==> config.mk <==
export PLATFORM = sky130hd
export DESIGN_NAME = tmod_master
export DESIGN_NICKNAME = d
export VERILOG_FILES = /design/src/rtl/tmod_master.sv
export SDC_FILE = /design/constraint.sdc
export NUM_CORES = 1
export LEC_CHECK = 0
export CAP_MARGIN = 10
export CELL_PAD_IN_SITES_DETAIL_PLACEMENT = 0
export CELL_PAD_IN_SITES_GLOBAL_PLACEMENT = 2
export CORE_ASPECT_RATIO = 0.75
export CORE_MARGIN = 4
export CORE_UTILIZATION = 39
export CTS_CLUSTER_DIAMETER = 100
export CTS_CLUSTER_SIZE = 16
export DETAILED_ROUTE_END_ITERATION = 7
export DONT_BUFFER_PORTS = 1
export PLACE_DENSITY_LB_ADDON = 0.08
export SETUP_SLACK_MARGIN = 0.1
export SYNTH_ARGS = -nofsm -noshare
export SYNTH_HDL_FRONTEND = slang
export SYNTH_SLANG_ARGS = --single-unit
==> constraint.sdc <==
create_clock -name clk -period 2.2 [get_ports clk]
set_clock_uncertainty 0.05 [all_clocks]
set_input_delay 0.22 -clock clk [delete_from_list [all_inputs] [get_ports clk]]
set_output_delay 0.22 -clock clk [all_outputs]
set_load 0.01 [all_outputs]
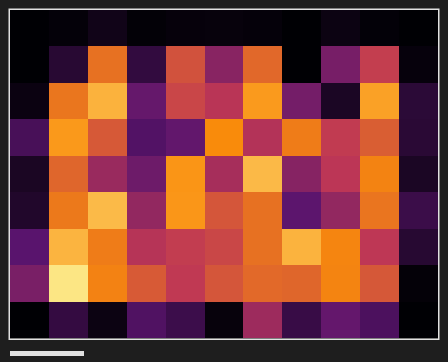
Figure 1: local utilization.
Scale bar: 20 microns. The die is cut into 11 by 9 equal tiles; black is low, pale yellow is high, 0 to 100% covered.
nearly empty tiles = 16%
mean over tiles = 39%
fullest tile = 95%
core area: 8130 sq um
final core utilization: 50.2%
Initial Util: 41.2%

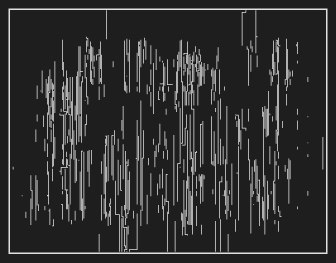
Figure 2: met2 routing.
main direction = vertical
share of all routed wire = 48%
longest straight run = 38.1 microns
vias: 1986
GR Util met2: 23.6%
DRT Wirelength: 6770 microns

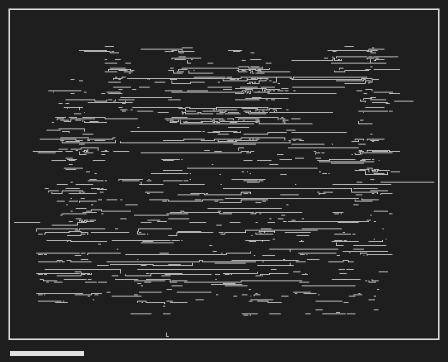
Figure 3: metal 1.
Scale bar: 20 microns.
share of all routed wire = 45%
main direction = horizontal
wire length on this layer = 3010 microns
nets with wire on the layer = 277
longest straight run = 45.5 microns
M1 GR Usage: 18.1%

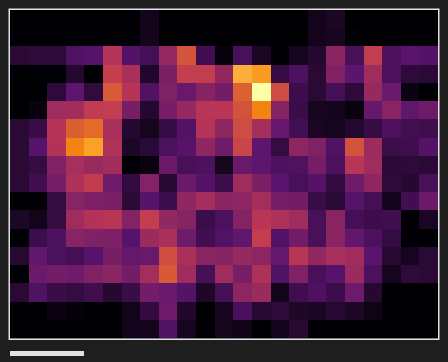
Figure 4: wire density map.
Scale bar: 20 microns. The die is cut into 23 by 18 equal tiles; black is low, pale yellow is high, scaled to the fullest tile. Values are wire area over tile area, all layers added.
fullest tile = 0.49
tiles over half the peak = 6.5%
nearly empty tiles = 21%
mean over tiles = 0.11
drt wl/cell: 17.6 microns
gr usage total: 14.8%

==> impl_metrics.env <==
# physical design summary
export IMPL_layout_nonclk_buf_share_pct=6.81
export IMPL_ys_cells=240
export IMPL_worstPathArrival_ns=2.35
export IMPL_hold_path_class="input pin to register"
export IMPL_dpl_hpwl_microns=4600
export IMPL_yosys_warnings=0
export IMPL_slew_viol_final=0
export IMPL_ff2ff_setup_slack_ns=0.06
export IMPL_area_leaders="edfxtp_1, dfxtp_1, mux4_2"
export IMPL_hold_violations=14
export IMPL_rr_worst_depth=9
export IMPL_violations="negative hold slack"
export IMPL_hold_depth=1
export IMPL_setup_violations=0
export IMPL_chip_area_sq_um=10100
export IMPL_grt_overflow_total=0
export IMPL_tap_cells=105
export IMPL_finalCriticalPeriod_ns=2.14
export IMPL_seq_power_share_pct=44.4
export IMPL_warnings=38
export IMPL_comb_area_sq_um=1160
export IMPL_regArea_sq_um=2180
export IMPL_synthArstFlopShare_pct=0
export IMPL_flop_count=85
export IMPL_worst_setup_path_end_kind="register"
export IMPL_netlist_instances=240
export IMPL_grt_max_degree=23
export IMPL_n_all_buffers=31
export IMPL_simple_gate_share_pct=11.8
export IMPL_nonClockInverterCount=11
export IMPL_fp_dieH_microns=88.2
export IMPL_ys_flop_type="edfxtp_1"
export IMPL_synth_xor_area_share_pct=1.31
export IMPL_sw_frac_of_total_pct=27.6
export IMPL_ys_chip_area_sq_um=3350
export IMPL_dieWidth_microns=115
export IMPL_whs_ns=-0.0978
export IMPL_port_buffers=0
export IMPL_status="finished, violations left"
[through the flow]
step,setup WS [ns],power [W],std cells
final,0.0608,0.00454,384
after global routing,-0.0167,0.00481,384
after CTS,0.0328,0.00454,383
after detailed placement,-0.0119,0.00301,347
after global placement,0.0842,0.00294,347
after floorplan,0.0809,0.00274,240
[synth_stat cells, types with 5 or more instances]
library cell and n:
edfxtp_1 47, nor2_1 11, and2_1 7, a21oi_1 11, nand2_1 14, dfxtp_1 38
inv_1 11, mux2i_1 5, and3_1 13, mux4_2 11, ha_1 11, nand3_1 12
clkbuf_1 5
[what timing repair did]
action	4_1_cts	5_1_grt
buffers inserted	2	1
hold endpoints to repair	65	18
pin swaps	1	4
endpoints found under the setup margin	1	5
hold buffers	18	1
resized	0	6
cloned	0	0
[routing by layer]
layer | up-vias | wire [microns] | GRT usage [%]
met3 | 5 | 436 | 5.19
met5 | - | 0 | 0
met4 | 0 | 74 | 7.04
met1 | 971 | 3010 | 18.1
met2 | 51 | 3250 | 23.6
li1 | 959 | - | -
[cell families after synthesis]
kind of cell | after synthesis
flops | 85
simple gates | 73
compound gates | 30
buf+inv | 19
mux | 16
fa+ha+maj | 12
xor+xnor | 5
[critical path, stage by stage (launching register included)]
cell and delay (ns):
dfxtp_2 0.32, or3b_4 0.40, o311a_4 0.15, inv_4 0.06
ha_4 0.12, inv_1 0.05, fa_2 0.33, xor2_1 0.15
or3_1 0.31, a21oi_1 0.13
[power groups by stage]
stage | clock network (W) | logic (W) | registers [W]
global route | 0.00155 | 0.00122 | 0.00204
finish | 0.00143 | 0.00109 | 0.00202
detailed placement | 0 | 0.000947 | 0.00206
floorplan | 0 | 0.000704 | 0.00203
CTS | 0.00147 | 0.00105 | 0.00202
global placement | 0 | 0.000895 | 0.00204
Power figures rest on the tool's default switching activity, not on a simulated workload.
